run_1/pdn.png
Scale bar: 10 µm. Pins as bars on the die edge.
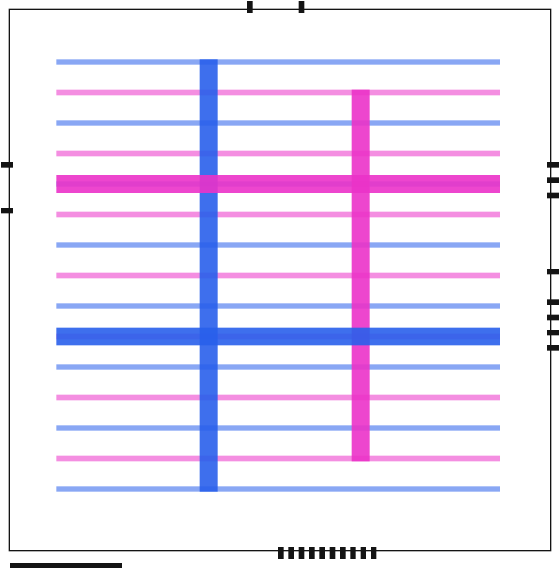
run_1/final_placement.png
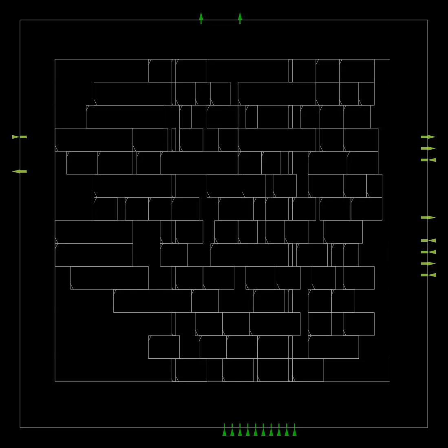
run_1/clock_map.png
Scale bar: 10 µm.
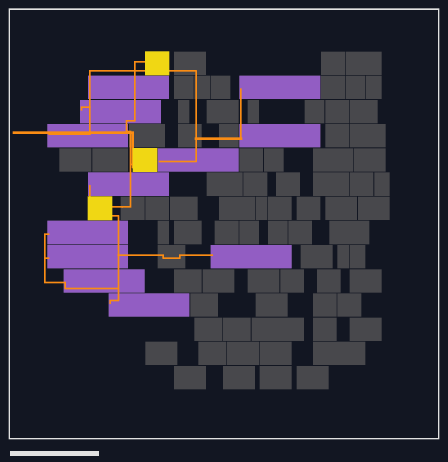
File: src/rtl/c17_rr_arbiter.sv
// Two-requester arbiter feeding a two-stage pipelined c17 evaluator.
// Round-robin or fixed-priority (A wins) grant, valid/ready on every port.
module c17_rr_arbiter #(
  parameter int ROUND_ROBIN = 1
) (
  input  logic       clk,
  input  logic       rst,
  input  logic       a_valid,
  input  logic [4:0] a_data,
  output logic       a_ready,
  input  logic       b_valid,
  input  logic [4:0] b_data,
  output logic       b_ready,
  output logic       out_valid,
  output logic [1:0] out_data,
  output logic       out_tag,
  input  logic       out_ready,
  output logic       busy
);

  // Operand bit order is {in7,in6,in3,in2,in1}; result is {o23,o22}.
  function automatic logic [1:0] c17(input logic [4:0] d);
    logic in1, in2, in3, in6, in7;
    logic n9, n10, o22, o23;
    in1 = d[0];
    in2 = d[1];
    in3 = d[2];
    in6 = d[3];
    in7 = d[4];
    n9  = in3 & in6;
    n10 = in2 & ~n9;
    o22 = (in1 & in3) | n10;
    o23 = n10 | (in7 & ~n9);
    return {o23, o22};
  endfunction

  logic       s1_valid;
  logic [4:0] s1_data;
  logic       s1_tag;
  logic       s2_valid;
  logic [1:0] s2_data;
  logic       s2_tag;
  logic       ptr;

  logic       s2_load;
  logic       can_accept;
  logic       sel_b;
  logic       a_fire;
  logic       b_fire;
  logic       xfer;
  logic [4:0] in_data;

  assign s2_load    = s1_valid & (~s2_valid | out_ready);
  assign can_accept = ~rst & (~s1_valid | s2_load);

  // ptr=1 names B; in fixed-priority mode it never leaves A.
  assign sel_b   = b_valid & (~a_valid | ptr);
  assign a_ready = can_accept & a_valid & ~sel_b;
  assign b_ready = can_accept & sel_b;

  assign a_fire  = a_valid & a_ready;
  assign b_fire  = b_valid & b_ready;
  assign xfer    = a_fire | b_fire;
  assign in_data = b_fire ? b_data : a_data;

  always_ff @(posedge clk or posedge rst) begin
    if (rst) begin
      ptr <= 1'b0;
    end else if (xfer) begin
      ptr <= a_fire && (ROUND_ROBIN != 0);
    end
  end

  always_ff @(posedge clk or posedge rst) begin
    if (rst) begin
      s1_valid <= 1'b0;
      s1_data  <= '0;
      s1_tag   <= 1'b0;
    end else if (xfer) begin
      s1_valid <= 1'b1;
      s1_data  <= in_data;
      s1_tag   <= b_fire;
    end else if (s2_load) begin
      s1_valid <= 1'b0;
    end
  end

  always_ff @(posedge clk or posedge rst) begin
    if (rst) begin
      s2_valid <= 1'b0;
      s2_data  <= '0;
      s2_tag   <= 1'b0;
    end else if (s2_load) begin
      s2_valid <= 1'b1;
      s2_data  <= c17(s1_data);
      s2_tag   <= s1_tag;
    end else if (out_ready) begin
      s2_valid <= 1'b0;
    end
  end

  assign out_valid = s2_valid;
  assign out_data  = s2_data;
  assign out_tag   = s2_tag;
  assign busy      = s1_valid | s2_valid;

endmodule

File: config.mk
export PLATFORM = sky130hd
export DESIGN_NAME = c17_rr_arbiter
export DESIGN_NICKNAME = d
export VERILOG_FILES = /design/src/rtl/c17_rr_arbiter.sv
export SDC_FILE = /design/constraint.sdc
export NUM_CORES = 1
export LEC_CHECK = 0
export CAP_MARGIN = 20
export CORE_MARGIN = 4
export CORE_UTILIZATION = 36
export DETAILED_ROUTE_END_ITERATION = 12
export GPL_TIMING_DRIVEN = 1
export PLACE_DENSITY = 0.68
export SYNTH_ARGS = -nofsm -noshare
export SYNTH_HDL_FRONTEND = slang
export SYNTH_SLANG_ARGS = --single-unit
File: constraint.sdc
create_clock -name clk -period 1.3 [get_ports clk]
set_input_delay 0.13 -clock clk [delete_from_list [all_inputs] [get_ports clk]]
set_output_delay 0.13 -clock clk [all_outputs]
set_load 0.005 [all_outputs]
==> run_summary.xml, run 1 <==
<?xml version="1.0" encoding="UTF-8"?>
<metrics>
  <group name="clocking">
    <metric name="ctsHoldBuffers" unit="">0</metric>
    <metric name="cts.htree.levels" unit="">1</metric>
    <metric name="worst_setup_hold_path_clk_slew" unit="ns">0.07</metric>
    <metric name="cts_tree" unit="">built</metric>
    <metric name="clockBufferDepth" unit="">2</metric>
    <metric name="cts_num_sinks" unit="">12</metric>
    <metric name="tritoncts.num_buffers" unit="">3</metric>
    <metric name="post-cts-setup-buffer-count" unit="">3</metric>
    <metric name="cts_root_buffer" unit="">clkbuf_4</metric>
    <metric name="cts_resized" unit="">16</metric>
  </group>
  <group name="layout">
    <metric name="final-comb-area" unit="µm²">297</metric>
    <metric name="finalNetCount" unit="">108</metric>
    <metric name="multi_input_comb_cells" unit="">35</metric>
    <metric name="regMostFlops" unit="">s1_data</metric>
    <metric name="area_share_clock_buf_inv" unit="%">2.28</metric>
    <metric name="layout-drive-gt1-share" unit="%">38.5</metric>
    <metric name="num-nonclk-inverters" unit="">2</metric>
    <metric name="area.sequential" unit="µm²">300</metric>
    <metric name="number_of_flip_flops_under_the_largest_register_name" unit="">5</metric>
    <metric name="n_fill_cell" unit="">114</metric>
    <metric name="bufAreaShareNonClock" unit="%">34.5</metric>
    <metric name="flow.area_growth_from_synthesis" unit="%">70.0</metric>
    <metric name="buffers_non_clock" unit="">39</metric>
    <metric name="antenna-diode-count" unit="">0</metric>
    <metric name="largestClassByArea" unit="">non-clock buffers</metric>
    <metric name="layout_top_cells" unit="">clkdlybuf4s50_1 (17), buf_4 (15), dfrtp_1 (12)</metric>
    <metric name="layout.core_utilization" unit="%">65.5</metric>
    <metric name="layout.cells.most_common" unit="">clkdlybuf4s50_1</metric>
    <metric name="post-route-cell-area" unit="µm²">987</metric>
    <metric name="layout.sequential_cells" unit="">12</metric>
    <metric name="layout.clock_buffers" unit="">3</metric>
    <metric name="area.share.combinational" unit="%">30.0</metric>
  </group>
  <group name="pwr">
    <metric name="post-layout-total-power" unit="mW">1.16</metric>
    <metric name="p_seq_share" unit="%">43.9</metric>
    <metric name="power_leader" unit="">sequential cells</metric>
    <metric name="power_density" unit="nW/µm²">1180</metric>
    <metric name="power.switching_fraction" unit="%">27.0</metric>
    <metric name="comb_power_share" unit="%">37.7</metric>
    <metric name="internal_power" unit="mW">0.849</metric>
    <metric name="power.net_switching" unit="mW">0.314</metric>
    <metric name="power.ir.vdd_worst" unit="mV">0.683</metric>
    <metric name="comb_power" unit="mW">0.439</metric>
    <metric name="leakagePower" unit="nW">0.427</metric>
    <metric name="power_sequential" unit="mW">0.511</metric>
  </group>
  <group name="critical_path">
    <metric name="start_kind" unit="">flop</metric>
    <metric name="cp_slowest_cell" unit="">dfrtp_1</metric>
    <metric name="levels_on_crit_path" unit="">3</metric>
    <metric name="path_buffers" unit="">2</metric>
    <metric name="critical_path.cell_chain" unit="">buf_4 -&gt; or2_2 -&gt; buf_2</metric>
    <metric name="crit_path_end" unit="">busy</metric>
    <metric name="r2r_slack" unit="ns">0.03</metric>
    <metric name="critical-path-top-delay-family" unit="">flip-flops</metric>
    <metric name="crit_start" unit="">out_valid</metric>
    <metric name="crit_arrival" unit="ns">1.18</metric>
    <metric name="timing.critical_path.fanout_max" unit="">4</metric>
    <metric name="critical_path.reg2reg.endpoint" unit="">s1_tag</metric>
    <metric name="critical_setup_path_kind" unit="">flop to primary output</metric>
    <metric name="ff2ff_path_depth" unit="">7</metric>
    <metric name="end_kind" unit="">primary output</metric>
    <metric name="cp_slowest_stage_delay" unit="ns">0.38</metric>
    <metric name="cp.required" unit="ns">1.17</metric>
    <metric name="worstReg2RegStart" unit="">ptr</metric>
  </group>
  <group name="global_route">
    <metric name="global_route_met3_utilization" unit="%">3.32</metric>
    <metric name="grtUsageTotal" unit="%">13.1</metric>
    <metric name="globalRouteMet1Util" unit="%">18.9</metric>
    <metric name="first_pass_grt_wire_length" unit="µm">2110</metric>
    <metric name="top_usage_layer" unit="">met2</metric>
    <metric name="grt_antenna_before_repair" unit="">0</metric>
    <metric name="globalRouteMet2Util" unit="%">19.8</metric>
    <metric name="grt_overflow_total" unit="">0</metric>
    <metric name="grt_pass1_vias" unit="">531</metric>
    <metric name="grt_start_max_net_pins" unit="">12</metric>
  </group>
  <group name="timing">
    <metric name="final_critical_path_setup_slack" unit="ns">-0.0126</metric>
    <metric name="slew_headroom" unit="%">80.6</metric>
    <metric name="tightestPinTransition" unit="ns">0.291</metric>
    <metric name="min_period_over_period" unit="%">101</metric>
    <metric name="finalHoldViolCount" unit="">0</metric>
    <metric name="finalSetupViolCount" unit="">2</metric>
    <metric name="layout_min_cycle_time" unit="ns">1.31</metric>
    <metric name="maxClockFrequency" unit="MHz">762</metric>
    <metric name="maxSlewViolCount" unit="">0</metric>
    <metric name="totalNegativeSetupSlack" unit="ns">-0.0188</metric>
    <metric name="timing.hold.ws" unit="ns">0.279</metric>
    <metric name="setup_repair_after_global_routing_missed_its_margin" unit="">true</metric>
  </group>
  <group name="drt">
    <metric name="vias" unit="">549</metric>
    <metric name="first_iter_violations" unit="">6</metric>
    <metric name="drc" unit="">0</metric>
    <metric name="drt-pass1-iter-count" unit="">4</metric>
    <metric name="final_antenna_net_count" unit="">0</metric>
    <metric name="drt-total-wl" unit="µm">1370</metric>
    <metric name="routed_wire_length_per_instance" unit="µm">12.8</metric>
    <metric name="via_per_inst" unit="">5.13</metric>
  </group>
  <group name="synthesis">
    <metric name="synth_warnings" unit="">0</metric>
    <metric name="seq_total_area_yosys" unit="%">51.7</metric>
    <metric name="syn_area_per_cell" unit="µm²">11.8</metric>
    <metric name="yosysCellCount" unit="">49</metric>
    <metric name="synth_flop_count" unit="">12</metric>
    <metric name="syn-instance-count" unit="">49</metric>
    <metric name="ys_chip_area" unit="µm²">581</metric>
    <metric name="netlist-cell-type-count" unit="">22</metric>
    <metric name="syn_area" unit="µm²">581</metric>
    <metric name="fp_nets" unit="">64</metric>
  </group>
  <group name="placed_design">
    <metric name="globalplace.congestion" unit="">0.777</metric>
    <metric name="numPortBuffers" unit="">21</metric>
    <metric name="placed_cell_area" unit="µm²">923</metric>
    <metric name="hpwl" unit="µm">1070</metric>
    <metric name="dp_cells" unit="">101</metric>
    <metric name="dp_slack" unit="ns">-0.407</metric>
  </group>
  <group name="run_status">
    <metric name="violations" unit="">setup timing</metric>
    <metric name="outcome" unit="">complete, but fails checks</metric>
  </group>
  <group name="die">
    <metric name="design.die.area" unit="µm²">2320</metric>
    <metric name="tap_cells" unit="">16</metric>
    <metric name="fp_util" unit="%">38.5</metric>
    <metric name="fp-row-count" unit="">14</metric>
    <metric name="num_io_pins" unit="">22</metric>
  </group>
  <group name="hold_path">
    <metric name="worstHoldPathType" unit="">primary input to async pin</metric>
  </group>
  <group name="job">
    <metric name="warning_count" unit="">28</metric>
    <metric name="max_cap_violations" unit="">0</metric>
  </group>
</metrics>
Back to the opening pictures, pdn.png:
legend:
  magenta:
    net: VDD
  blue:
    net: VSS
met1 rails: 15
met4 straps: 2
rows: 14
Die Y-Extent: 48.2 µm
Die X: 48.2 µm

Back to the opening pictures, final_placement.png:
fin cells: 107
Std-Cell Core Area: 1510 µm²
flop share of the area: 30.4%

Back to the opening pictures, clock_map.png:
legend:
  orange:
    item: clock wires
    length: 136 µm
  purple:
    item: flip-flops
    count: 12
  yellow:
    item: cells driving clock nets
    count: 3
routed clock nets: 4
skew final: 0.00307 ns
power drawn by the clock network: 0.214 mW
clock network fraction of design power: 18.4%
Clock Latency Late Sink: 0.26 ns

-- run 1: cells in the mapped netlist --
library cell / number / area [µm²]
nand3b_1: 1 / 7.51
a21bo_2: 1 / 10.0
nor3_2: 1 / 10.0
o32ai_1: 5 / 43.8
nor2_4: 2 / 22.5
a31oi_1: 4 / 25.0
inv_1: 1 / 3.75
o21a_1: 1 / 7.51
a22oi_1: 1 / 7.51
and2b_1: 1 / 7.51
or2_2: 1 / 6.26
nor2_1: 1 / 3.75
mux2_1: 2 / 22.5
o21bai_1: 1 / 7.51
and3b_4: 1 / 12.5
a21oi_1: 1 / 5.00
nand2_1: 3 / 11.3
inv_2: 1 / 3.75
a2bb2oi_1: 5 / 43.8
nand2b_1: 2 / 12.5
dfrtp_1: 12 / 300
nor4_1: 1 / 6.26
-- run 1: layer usage --
metal | wire length [µm] | vias up
met4 | 0 | 0
met3 | 61 | 0
li1 | - | 283
met2 | 624 | 16
met1 | 686 | 250
met5 | 0 | -
-- run 1: how the worst min path moves through the flow --
stage                        endpoint  slack, ns        start  cells after the start
after floorplan           out_data[0]       0.01          rst                      1
after global placement    out_data[1]       0.48  out_data[1]                      1
after detailed placement  out_data[1]       0.48  out_data[1]                      1
after CTS                         ptr       0.27          rst                      3
after global routing              ptr       0.29          rst                      3
final                             ptr       0.28          rst                      3
-- run 1: cells by family (layout without fill, tap and decap cells) --
logic type / after synthesis / count (layout) / share of synthesized area (%)
simple gates: 14 / 14 / 17.2
compound gates: 19 / 19 / 25.9
mux: 2 / 2 / 3.88
flops: 12 / 12 / 51.7
buf+inv: 2 / 44 / 1.29
-- run 1: worst register-to-register path, cell delays in order (launching register included) --
cell and delay [ns]:
dfrtp_1 0.39, a21bo_2 0.21, nor3_2 0.16, buf_4 0.14
buf_6 0.08, buf_6 0.08, buf_6 0.08, nor2_2 0.03
## Run 2: what changed since run 1
--- a/config.mk
+++ b/config.mk
@@ -7,10 +7,9 @@
 export LEC_CHECK = 0
 export CAP_MARGIN = 20
 export CORE_MARGIN = 4
-export CORE_UTILIZATION = 36
+export CORE_UTILIZATION = 25
 export DETAILED_ROUTE_END_ITERATION = 12
 export GPL_TIMING_DRIVEN = 1
-export PLACE_DENSITY = 0.68
 export SYNTH_ARGS = -nofsm -noshare
 export SYNTH_HDL_FRONTEND = slang
 export SYNTH_SLANG_ARGS = --single-unit
==> run 2 against run 1 <==
Compared with the run above: the run still ends with setup timing left; worst hold slack improved by 0.18 ns; count of clock-buffer cells in the layout increased by 1; synthesized area unchanged; clock skew increased by 0.0027 ns.
==> run_summary.xml, run 2 <==
<?xml version="1.0" encoding="UTF-8"?>
<metrics>
  <group name="drt">
    <metric name="first_iter_violations" unit="">8</metric>
    <metric name="routed_wire_length_per_instance" unit="µm">13.5</metric>
    <metric name="final_antenna_net_count" unit="">0</metric>
    <metric name="via_per_inst" unit="">4.83</metric>
    <metric name="drt-total-wl" unit="µm">1620</metric>
    <metric name="drt-pass1-iter-count" unit="">3</metric>
  </group>
  <group name="synthesis">
    <metric name="netlist-cell-type-count" unit="">22</metric>
    <metric name="synth_dominant_cell_count" unit="">dfrtp_1</metric>
    <metric name="synth_warnings" unit="">0</metric>
    <metric name="ys_chip_area" unit="µm²">581</metric>
    <metric name="postSynth.topFlopCell" unit="">dfrtp_1</metric>
    <metric name="seq_total_area_yosys" unit="%">51.7</metric>
    <metric name="synthDominantCellAreaShare" unit="%">51.7</metric>
    <metric name="yosysTopAreaCell" unit="">dfrtp_1</metric>
    <metric name="enable_flop_cells" unit="">0</metric>
    <metric name="synth_flop_count" unit="">12</metric>
    <metric name="yosysCellCount" unit="">49</metric>
    <metric name="fp_nets" unit="">64</metric>
    <metric name="yosys-top-cells-area" unit="">dfrtp_1 (52%), a2bb2oi_1 (7.5%), o32ai_1 (7.5%)</metric>
    <metric name="synth-async-reset-ratio" unit="%">100</metric>
  </group>
  <group name="pwr">
    <metric name="leakagePower" unit="nW">0.460</metric>
    <metric name="power_density" unit="nW/µm²">1220</metric>
    <metric name="post-layout-total-power" unit="mW">1.30</metric>
    <metric name="power.ir.vdd_worst" unit="mV">0.635</metric>
  </group>
  <group name="run_status">
    <metric name="violations" unit="">setup timing</metric>
    <metric name="outcome" unit="">complete, but fails checks</metric>
  </group>
  <group name="clocking">
    <metric name="cts_root_buffer" unit="">clkbuf_4</metric>
    <metric name="post-cts-setup-buffer-count" unit="">1</metric>
    <metric name="cts.htree.levels" unit="">1</metric>
    <metric name="clockBufferDepth" unit="">2</metric>
    <metric name="cts_resized" unit="">14</metric>
    <metric name="tritoncts.num_buffers" unit="">3</metric>
    <metric name="cts_num_sinks" unit="">12</metric>
  </group>
  <group name="critical_path">
    <metric name="start_kind" unit="">flop</metric>
    <metric name="cp.required" unit="ns">1.17</metric>
    <metric name="critical_setup_path_kind" unit="">flop to primary output</metric>
    <metric name="end_kind" unit="">primary output</metric>
  </group>
  <group name="timing">
    <metric name="maxClockFrequency" unit="MHz">735</metric>
    <metric name="maxSlewViolCount" unit="">0</metric>
    <metric name="tightestPinTransition" unit="ns">0.289</metric>
    <metric name="min_period_over_period" unit="%">105</metric>
    <metric name="finalSetupViolCount" unit="">2</metric>
    <metric name="final_critical_path_setup_slack" unit="ns">-0.0600</metric>
    <metric name="layout_min_cycle_time" unit="ns">1.36</metric>
    <metric name="finalHoldViolCount" unit="">0</metric>
  </group>
  <group name="die">
    <metric name="design.die.area" unit="µm²">3160</metric>
    <metric name="die_x" unit="µm">56.2</metric>
    <metric name="fp-row-count" unit="">17</metric>
    <metric name="dieHeight" unit="µm">56.2</metric>
    <metric name="fp_util" unit="%">26.2</metric>
  </group>
  <group name="placed_design">
    <metric name="placed_cell_area" unit="µm²">938</metric>
    <metric name="globalplace.congestion" unit="">0.729</metric>
    <metric name="hpwl" unit="µm">1130</metric>
    <metric name="numPortBuffers" unit="">21</metric>
  </group>
  <group name="layout">
    <metric name="flow.area_growth_from_synthesis" unit="%">84.5</metric>
    <metric name="number_of_flip_flops_under_the_largest_register_name" unit="">5</metric>
    <metric name="layout-drive-gt1-share" unit="%">43.5</metric>
    <metric name="final-comb-area" unit="µm²">347</metric>
    <metric name="area.sequential" unit="µm²">300</metric>
    <metric name="layout.core_utilization" unit="%">48.4</metric>
    <metric name="n_fill_cell" unit="">218</metric>
    <metric name="antenna-diode-count" unit="">0</metric>
    <metric name="layout_top_cells" unit="">clkdlybuf4s50_1 (16), buf_4 (16), dfrtp_1 (12)</metric>
    <metric name="post-route-cell-area" unit="µm²">1070</metric>
    <metric name="regMostFlops" unit="">s1_data</metric>
  </group>
  <group name="global_route">
    <metric name="grtUsageTotal" unit="%">10.2</metric>
    <metric name="grt_start_max_net_pins" unit="">9</metric>
    <metric name="top_usage_layer" unit="">met2</metric>
    <metric name="grt_pass1_vias" unit="">603</metric>
    <metric name="globalRouteMet1Util" unit="%">13.8</metric>
    <metric name="grt_antenna_before_repair" unit="">0</metric>
  </group>
  <group name="job">
    <metric name="max_cap_violations" unit="">0</metric>
  </group>
</metrics>
run 2: path summary, 6_finish.rpt:
| kind | startpoint | end | slack (ns) | cells after the start |
|---|---|---|---|---|
| setup / recovery | out_valid | b_ready | -0.06 | 3 |
| hold / removal | rst | s1_data[0] | 0.46 | 4 |
| setup reg to reg | ptr | s1_data[4] | 0.07 | 5 |
| hold reg to reg | out_data[1] | out_data[1] | 0.50 | 1 |
| max in group asynchronous | rst | out_data[0] | 0.69 | 4 |
| min in group clk | a_data[1] | s1_data[1] | 0.49 | 3 |
run 2: per-layer routing:
metal | wire [µm] | up-vias
met5 | 0 | -
met4 | 0 | 0
met3 | 68 | 0
met2 | 807 | 13
met1 | 747 | 285
li1 | - | 281
run 2: logic make-up (layout without fill, tap and decap cells):
group                  Yosys count  count (layout)  synth area share, %
muxes                            2               2                 3.88
buffers and inverters            2              45                 1.29
DFF                             12              12                 51.7
AOI/OAI and AO/OA               19              19                 25.9
and+or+nand+nor                 14              14                 17.2
run 2: stage by stage:
stage               hold WS (ns)  cells  setup TNS [ns]
finish                     0.459    120          -0.101
global route               0.485    120          -0.310
CTS                        0.452    118          -0.144
detailed placement         0.491    113           -1.53
global placement           0.486    113           -1.50
floorplan                 0.0112     49               0
run 2: report_power, final:
group | switching [mW] | internal [mW]
sequential | 0.0513 | 0.462
clock | 0.128 | 0.170
combinational | 0.185 | 0.307
run 2: critical path, cell delays in order (launching register included):
cell,delay (ns)
dfrtp_1,0.39
and3b_4,0.21
nor4_1,0.20
buf_2,0.15
run 2: area by class of cell:
cell class,count,share of cell area [%]
Multi-Input combinational cell,35,32.4
Clock buffer,4,3.39
Sequential cell,12,28.0
Inverter,2,0.701
Timing Repair Buffer,39,32.2
Tap cell,28,3.27
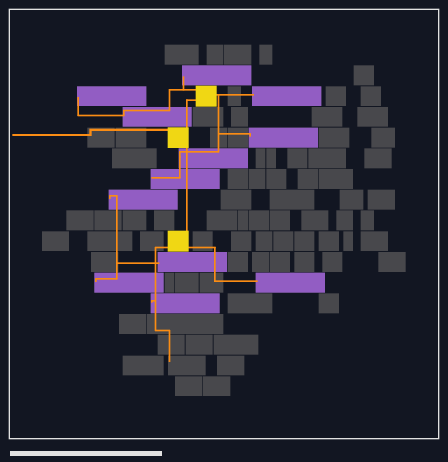
run_2/clock_map.png
Scale bar: 20 µm.
legend:
  purple:
    item: flip-flops
    count: 12
  yellow:
    item: cells driving clock nets
    count: 3
  orange:
    item: clock wires
    length: 154 µm
routed clock nets: 4
skew final: 0.00575 ns
clock network fraction of design power: 22.8%

Power is estimated from default activity; no workload was simulated.
